===== config.mk =====
export PLATFORM = sky130hd
export DESIGN_NAME = uart_tx_frame
export DESIGN_NICKNAME = d
export VERILOG_FILES = /design/src/rtl/uart_pkg.sv /design/src/rtl/uart_parity_calc.sv /design/src/rtl/uart_tx_frame.sv
export SDC_FILE = /design/constraint.sdc
export NUM_CORES = 1
export LEC_CHECK = 0
export ABC_AREA = 1
export CORE_ASPECT_RATIO = 1.75
export CORE_MARGIN = 1
export CORE_UTILIZATION = 50
export CTS_BUF_LIST = sky130_fd_sc_hd__clkbuf_16
export DETAILED_ROUTE_END_ITERATION = 12
export PLACE_DENSITY = 0.75
export SLEW_MARGIN = 20
export SYNTH_ARGS = -nofsm -noshare
export SYNTH_HDL_FRONTEND = slang
export SYNTH_SLANG_ARGS = --single-unit

===== constraint.sdc =====
create_clock -name clk -period 2.05 [get_ports clk]
set_clock_uncertainty 0.2 [all_clocks]
set_input_delay 0.205 -clock clk [delete_from_list [all_inputs] [get_ports clk]]
set_output_delay 0.205 -clock clk [all_outputs]
set_load 0.005 [all_outputs]

===== src/rtl/uart_pkg.sv =====
// uart_pkg: shared UART state encodings and line/parity constants for the TX and RX paths.
// The STOP2 state exists only when UART_TX_TWO_STOP_EN is defined.
package uart_pkg;
    typedef enum logic [2:0] {
        IDLE   = 3'd0,
        START  = 3'd1,
        DATA   = 3'd2,
        PARITY = 3'd3,
`ifdef UART_TX_TWO_STOP_EN
        STOP   = 3'd4,
        STOP2  = 3'd5
`else
        STOP   = 3'd4
`endif
    } uart_state_e;
    localparam logic PAR_EVEN   = 1'b0;
    localparam logic PAR_ODD    = 1'b1;
    localparam logic IDLE_LEVEL = 1'b1;
endpackage


===== src/rtl/uart_parity_calc.sv =====
// uart_parity_calc: combinational even/odd parity of a data word, shared by the TX framer and RX checker.
module uart_parity_calc
    import uart_pkg::*;
#(
    parameter int DATA_WIDTH = 8
) (
    input  logic [DATA_WIDTH-1:0] data_i,
    input  logic                  par_typ_i,
    output logic                  par_o
);
    always_comb par_o = (^data_i) ^ (par_typ_i == PAR_ODD);
endmodule


===== src/rtl/uart_tx_frame.sv =====
// uart_tx_frame: UART transmit framer, start / data LSB-first / optional parity / stop.
// Define UART_TX_TWO_STOP_EN to append a second stop bit.
module uart_tx_frame
    import uart_pkg::*;
#(
    parameter int DATA_WIDTH = 8
) (
    input  logic                  clk,
    input  logic                  rst,
    input  logic [DATA_WIDTH-1:0] p_data,
    input  logic                  data_valid,
    input  logic                  par_en,
    input  logic                  par_typ,
    input  logic [DATA_WIDTH-1:0] div_ratio,
    output logic                  tx_out,
    output logic                  busy
);
    localparam int IDX_W = DATA_WIDTH > 1 ? $clog2(DATA_WIDTH) : 1;
    localparam logic [IDX_W-1:0] LAST_IDX = IDX_W'(DATA_WIDTH - 1);
    uart_state_e           state_q;
    logic [DATA_WIDTH-1:0] div_cnt_q, div_cnt_d, div_eff_q, div_eff_d, shift_q;
    logic [IDX_W-1:0]      bit_idx_q;
    logic                  par_en_q, par_bit_q, par_d, tx_q, busy_q, tc;
    uart_parity_calc #(.DATA_WIDTH(DATA_WIDTH)) u_parity (
        .data_i    (p_data),
        .par_typ_i (par_typ),
        .par_o     (par_d)
    );
    always_comb begin
        tc        = div_cnt_q == div_eff_q - 1'b1;
        div_cnt_d = tc ? '0 : div_cnt_q + 1'b1;
        div_eff_d = div_ratio == '0 ? DATA_WIDTH'(1) : div_ratio;
    end
    always_ff @(posedge clk) begin
        if (rst) begin
            state_q   <= IDLE;
            div_cnt_q <= '0;
            div_eff_q <= '0;
            shift_q   <= '0;
            bit_idx_q <= '0;
            par_en_q  <= 1'b0;
            par_bit_q <= 1'b0;
            tx_q      <= IDLE_LEVEL;
            busy_q    <= 1'b0;
        end else if (state_q == IDLE) begin
            if (data_valid) begin
                state_q   <= START;
                div_cnt_q <= '0;
                div_eff_q <= div_eff_d;
                shift_q   <= p_data;
                bit_idx_q <= '0;
                par_en_q  <= par_en;
                par_bit_q <= par_d;
                tx_q      <= ~IDLE_LEVEL;
                busy_q    <= 1'b1;
            end
        end else begin
            div_cnt_q <= div_cnt_d;
            if (tc) begin
                // tx_q is loaded on the same edge the state advances, so every bit lasts div_eff clocks
                case (state_q)
                    START: begin
                        state_q   <= DATA;
                        tx_q      <= shift_q[0];
                        shift_q   <= shift_q >> 1;
                        bit_idx_q <= '0;
                    end
                    DATA: begin
                        if (bit_idx_q == LAST_IDX) begin
                            state_q <= par_en_q ? PARITY : STOP;
                            tx_q    <= par_en_q ? par_bit_q : IDLE_LEVEL;
                        end else begin
                            bit_idx_q <= bit_idx_q + 1'b1;
                            tx_q      <= shift_q[0];
                            shift_q   <= shift_q >> 1;
                        end
                    end
                    PARITY: begin
                        state_q <= STOP;
                        tx_q    <= IDLE_LEVEL;
                    end
`ifdef UART_TX_TWO_STOP_EN
                    STOP: state_q <= STOP2;
                    STOP2: begin
                        state_q <= IDLE;
                        busy_q  <= 1'b0;
                    end
`else
                    STOP: begin
                        state_q <= IDLE;
                        busy_q  <= 1'b0;
                    end
`endif
                    default: begin
                        state_q <= IDLE;
                        tx_q    <= IDLE_LEVEL;
                        busy_q  <= 1'b0;
                    end
                endcase
            end
        end
    end
    assign tx_out = tx_q;
    assign busy   = busy_q;
endmodule


Figure 1. Track usage over the die (run 1).
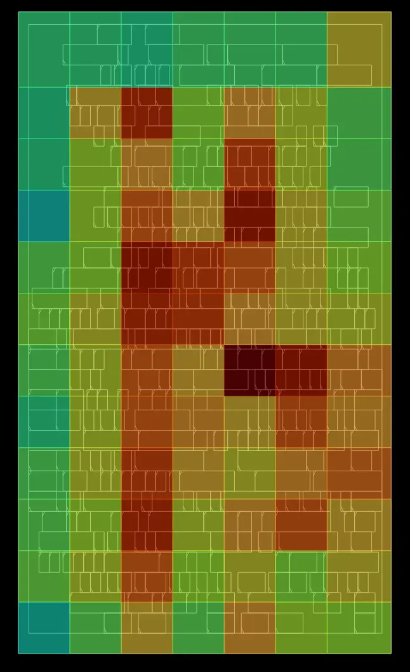
GR Util met1: 23.5%
GRT met3 Usage: 3.01%

Figure 2. Layout detail (run 1).
Scale bar: 5 um. Window x 15 to 35, y 50 to 70 um. Cells in grey, sequential cells in the stronger grey; small squares are vias.
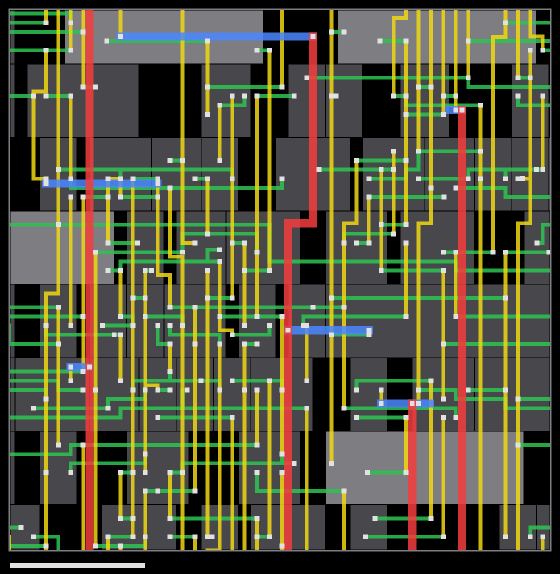
[blue] met3
[green] met1
[yellow] met2
[red] met4
netlist names of flops here include: div_cnt_q (2), state_q (2)
most frequent: inv_1 (9), nand2_1 (8), nor2_1 (5)
sequential cells in the window: 4
cells with their middle in the window: 50

==> Changelog: implementation, run 1 <==
### Changed

* EDFF count, synth at 0
* # rows at 30
* Crit path kind: flip-flop to flip-flop
* Adder share at 2.48%
* Initial DRC Count at 66
* Post-synth cell types at 33
* Biggest regs: div_cnt_q x8, div_eff_q x8, shift_q x8
* Core ar. at 3870 um^2
* Synth Flop Type: dfxtp_1
* Top-count cell post-synth: nand2_1
* Crit path launch: div_eff_q[1]
* Status: finished, final reports clean
* YS chip area at a little over 2000 um^2
* CTS root buf: clkbuf_16
* Crit path depth at 15
* Antenna-violating nets left at 0
* Reg area at between 600 and 700 um^2
* Hold Crit Depth at 2
* Logic share of the area at between 40% and 50%
* Nets at 380
* Signal inverters at 37
* Largest net degree at the start of global routing at 23
* CP cell instances: inv_2 -> ha_4 -> inv_2 -> nand2_2 -> nand2_2 -> nand2_1 -> nand2_1 -> nor2_2 -> nand3_2 -> nor2_2 -> nand2_2 -> nand2_2 -> nand3_4 -> nor2_1 -> nor2_1
* Post-DP Area at ~2400 um^2
* Logic area at 1220 um^2
* Clock buffer cells at 5
* Syn_area_per_cell at 6.44 um^2
* Dpl cells at around 390
* Synth logic family: simple AND/OR/NAND/NOR gates
* Switching share of total power at between 40% and 50%
* Hold_ws at roughly 0.28 ns
* Seq/Total Area, Yosys at 33.8%
* Design area at around 2600 um^2
* Area share, top type at 33.8%
* Number of global-route vias before repair at 2010
* Top-Level Pins at 23
* R2R Setup Slk at just over 0.05 ns
* Tool warnings at 27
* Largest cell class by area: logic gates
* CP required at around 2.0 ns
* Multi-input gates at 235
* Worst path bufs/invs at 2
* Final-report hold violation count at 0
* Sequential power at around 980 uW
* Top area cell types: dfxtp_1, nand2_1, nor2_1, inv_1, a21oi_1
* Mux frac, synth at 0%
* Met1 WL at 1920 um
* Xor+xnor area frac at under 10%
* CP Capture Type: flip-flop
* Buffers excl. clock at about 42
* Max-cap viol count at 0
* Clock-pin slew on the worst setup and hold paths at 0.05 ns
* Reg2reg start: div_eff_q[1]
* FF-to-FF End: shift_q[0]
* Total grt overflow at 0
* Final Cycle Share at just under 100%
* Pint at a little over 2 mW
* Routing usage on met2 at 47.3%
* Placer congestion estimate at roughly 0.86
* Final setup viols at 0
* TritonCTS Sinks at 34
* Number of H-tree levels at 2
* Non-Filler Instances at just over 400
* Relative slew slack at a little over three fifths
* Tapcells at 48
* Hold_sp: busy
* Share of power burned in combinational logic at a little over half
* Layout cells sized above 1 at 15.8%
* Cell type with the largest total area: dfxtp_1
* Post-synthesis register bit count at 34
* First-pass GRT wire length at 8230 um
* Crit path top cell by count: nand2_2
Figure 3. Metal layers overlaid (run 1).
Scale bar: 10 um.
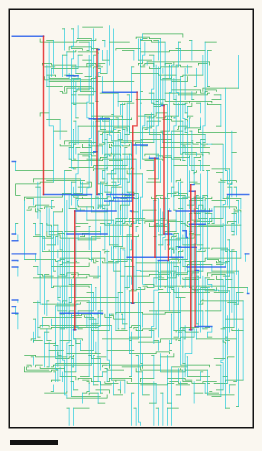
[blue] met3 | wire length: 141 um
[green] met1 | wire length: 1920 um
[red] met4 | wire length: 246 um
[cyan] met2 | wire length: 2720 um
GRT Util Overall: 24.8%
vias: 2115
final wirelength: 5030 um
DR WL/cell: 12.5 um

==> run 2: changes to the inputs <==
--- a/config.mk
+++ b/config.mk
@@ -11,6 +11,7 @@
 export CORE_UTILIZATION = 50
 export CTS_BUF_LIST = sky130_fd_sc_hd__clkbuf_16
 export DETAILED_ROUTE_END_ITERATION = 12
+export MAX_ROUTING_LAYER = met4
 export PLACE_DENSITY = 0.75
 export SLEW_MARGIN = 20
 export SYNTH_ARGS = -nofsm -noshare
Figure 4. Track usage over the die (run 2).
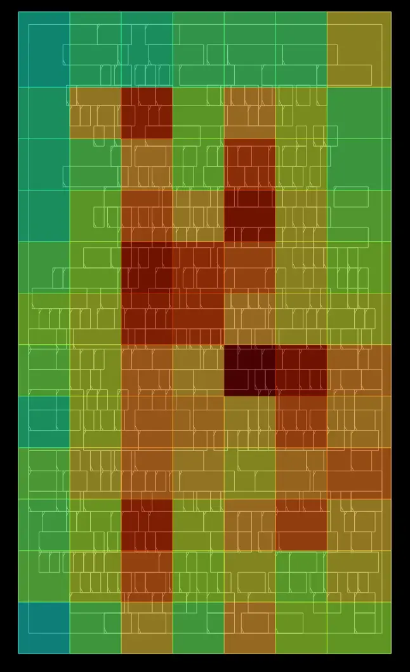
DR WL/cell: 12.4 um
busiest grt layer: met2
Util after Layout: 67.5%
GR Util met1: 23.4%

Figure 5. Register map, names as in the netlist (run 2).
Scale bar: 10 um. Other sequential cells in the stronger grey, the rest of the logic in the fainter grey.
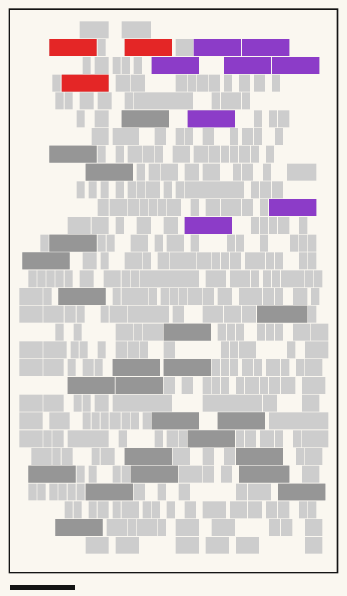
[purple] div_cnt_q | flops: 8
[red] bit_idx_q | flops: 3
not coloured: 23
sequential power: 978 uW
Reg area: 683 um^2

==> run 2 against run 1 <==
Compared with the run above: setup slack about the same; sequential share of layout area unchanged; clock power about the same; via count increased by 0.14%; worst hold slack improved by 0.00084 ns; power about the same; final area unchanged; register-to-register slack about the same; critical path type unchanged; largest power group unchanged.
==> Changelog: implementation, run 2 <==
### Changed

* Dpl cells at between 300 and 400
* Design area at roughly 2600 um^2
* Top area cell types: dfxtp_1, nand2_1, nor2_1, inv_1, a21oi_1
* FF-to-FF End: shift_q[0]
* Seq/Total Area, Yosys at around 34%
* Top-Level Pins at 23
* Placer congestion estimate at just under 0.9
* Mux frac, synth at 0%
* Area share, top type at 33.8%
* Syn_area_per_cell at between 6 and 7 um^2
* GRT met3 Usage at approximately 3.0%
* Antenna-violating nets left at 0
* Total grt overflow at 0
* Hold_sp: bit_idx_q[2]
* Buffers excl. clock at roughly 42
* Final Cycle Share at between 90% and 100%
* Final setup viols at 0
* Hold Crit Depth at 2
* Status: finished, final reports clean
* Largest net degree at the start of global routing at 23
* Final wirelength at ~5000 um
* EDFF count, synth at 0
* Pint at 2.04 mW
* Layout cells sized above 1 at around 16%
* Routing usage on met2 at about 47%
* Tool warnings at 27
* Xor+xnor area frac at 4.78%
* Signal inverters at 37
* Initial DRC Count at about 62
* Largest cell class by area: logic gates
* YS chip area at 2020 um^2
* GRT Util Overall at roughly 25%
* TritonCTS Sinks at 34
* Crit path depth at 15
* Reg2reg start: div_eff_q[1]
* Clock buffer cells at 5
* Tapcells at around 48
* Share of power burned in combinational logic at 52.9%
* Synth logic family: simple AND/OR/NAND/NOR gates
* Multi-input gates at between 200 and 250
* Crit path top cell by count: nand2_2
* Biggest regs: div_cnt_q x8, div_eff_q x8, shift_q x8
* Met1 WL at between 1500 and 2000 um
* # rows at 30
* CTS root buf: clkbuf_16
* Number of global-route vias before repair at 2012
* Post-synth cell types at 33
* Max-cap viol count at 0
* Top-count cell post-synth: nand2_1
* Number of H-tree levels at 2
* Vias at ~2100
* Switching share of total power at 42.2%
* Post-DP Area at ~2400 um^2
* Adder share at under 10%
Figure 6. Selected gate families (run 2).
Scale bar: 10 um.
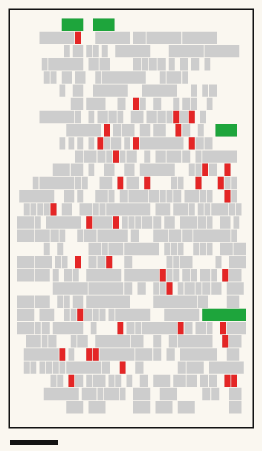
[red] inverters | cells: 37 | most used: inv_1
[green] adder and majority cells | cells: 4 | most used: ha_1
logic share of the area: 46.8%
Non-Filler Instances: 403
dominant logic cell type in the layout: nand2_1

Figure 7. Layout detail (run 2).
Scale bar: 5 um. Window x 15 to 35, y 50 to 70 um. Cells in grey, sequential cells in the stronger grey; small squares are vias.
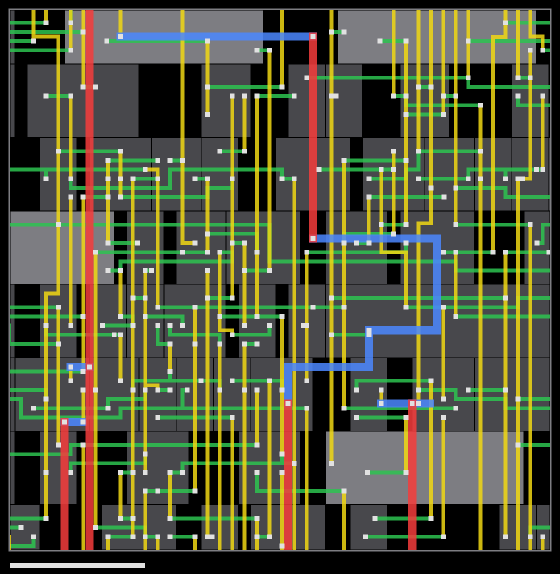

==> run 3: changes to the inputs <==
--- a/config.mk
+++ b/config.mk
@@ -7,12 +7,13 @@
 export LEC_CHECK = 0
 export ABC_AREA = 1
 export CORE_ASPECT_RATIO = 1.75
-export CORE_MARGIN = 1
 export CORE_UTILIZATION = 50
 export CTS_BUF_LIST = sky130_fd_sc_hd__clkbuf_16
+export CTS_CLUSTER_SIZE = 24
 export DETAILED_ROUTE_END_ITERATION = 12
 export MAX_ROUTING_LAYER = met4
 export PLACE_DENSITY = 0.75
+export SKIP_LAST_GASP = 1
 export SLEW_MARGIN = 20
 export SYNTH_ARGS = -nofsm -noshare
 export SYNTH_HDL_FRONTEND = slang
Figure 8. Layout detail (run 3).
Scale bar: 5 um. Window x 15 to 35, y 50 to 70 um. Cells in grey, sequential cells in the stronger grey; small squares are vias.
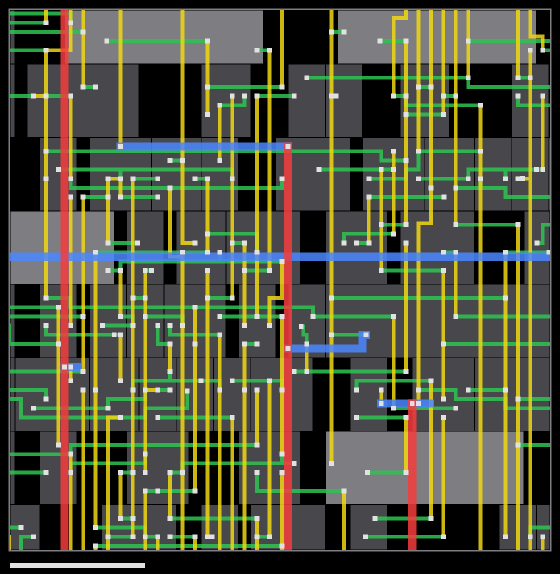
[yellow] met2
[blue] met3
[red] met4
[green] met1
netlist names of flops here include: div_cnt_q (2), state_q (2)
most frequent: inv_1 (9), nand2_1 (8), nor2_1 (5)
sequential cells in the window: 4
cells with their middle in the window: 50

Figure 9. Register map, names as in the netlist (run 3).
Scale bar: 10 um. Other sequential cells in the stronger grey, the rest of the logic in the fainter grey.
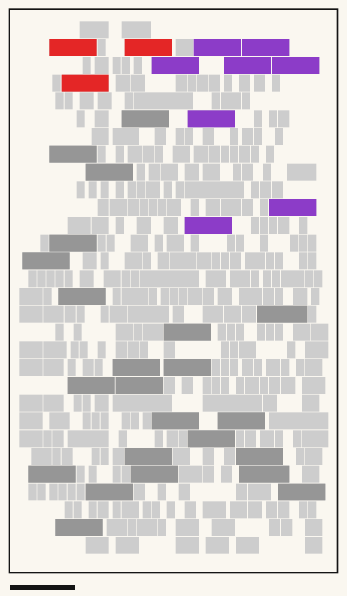
[purple] div_cnt_q | flops: 8
[red] bit_idx_q | flops: 3
not coloured: 23
Util after Layout: 67.4%
Seq/total area: 26.2%
sequential power: 977 uW

==> run 3 against run 2 <==
Compared with the run above: setup slack gained 0.0036 ns; maximum frequency grew 0.18%; synthesized cell count is the same; power shrank 0.18%; wire length shrank 0.18%; worst hold slack is essentially flat; critical path depth is the same; critical path type unchanged.
==> Changelog: implementation, run 3 <==
### Changed

* Status: finished, final reports clean
* R2R Setup Slk at between 0.05 and 0.06 ns
* Initial DRC Count at 45
* Top area cell types: dfxtp_1, nand2_1, nor2_1, inv_1, a21oi_1
* Met1 WL at around 1900 um
* Busiest grt layer: met2
* GR Util met1 at approximately a quarter
* Multi-input gates at 235
* Clock buffer cells at 5
* Post-DP Area at approximately 2400 um^2
* CP required at between 2 and 2.5 ns
* Post-synth cell types at 33
* Tool warnings at 27
* Hold_ws at 0.279 ns
* Seq/Total Area, Yosys at 33.8%
* Crit path kind: flip-flop to flip-flop
* TritonCTS Sinks at 34
* Number of H-tree levels at 2
* EDFF count, synth at 0
* Placer congestion estimate at ~0.87
* Adder share at between 2 and 2.5%
* Synth Flop Type: dfxtp_1
* Max-cap viol count at 0
* Xor+xnor area frac at about 4.8%
* Reg area at 683 um^2
* Biggest regs: div_cnt_q x8, div_eff_q x8, shift_q x8
* Hold Crit Depth at 2
* Share of power burned in combinational logic at roughly 53%
* Crit path top cell by count: nand2_2
* Final wirelength at approximately 5000 um
* Final Cycle Share at a little under 100%
* Logic area at between 1000 and 1500 um^2
* Vias at 2108
* Reg2reg start: div_eff_q[1]
* Layout cells sized above 1 at approximately 15%
* Number of global-route vias before repair at 2012
* Top-count cell post-synth: nand2_1
* Dominant logic cell type in the layout: nand2_1
* Pint at between 2 and 2.5 mW
* Cell type with the largest total area: dfxtp_1
* Core ar. at about 3900 um^2
* Antenna-violating nets left at 0
* Clock-pin slew on the worst setup and hold paths at approximately 0.05 ns
* Buffers excl. clock at about 42
Figure 10. Selected gate families (run 3).
Scale bar: 10 um.
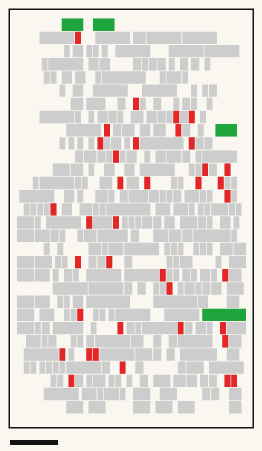
[green] adder and majority cells | cells: 4 | most used: ha_1
[red] inverters | cells: 37 | most used: inv_1
logic share of the area: 46.7%

Power figures rest on the tool's default switching activity, not on a simulated workload.
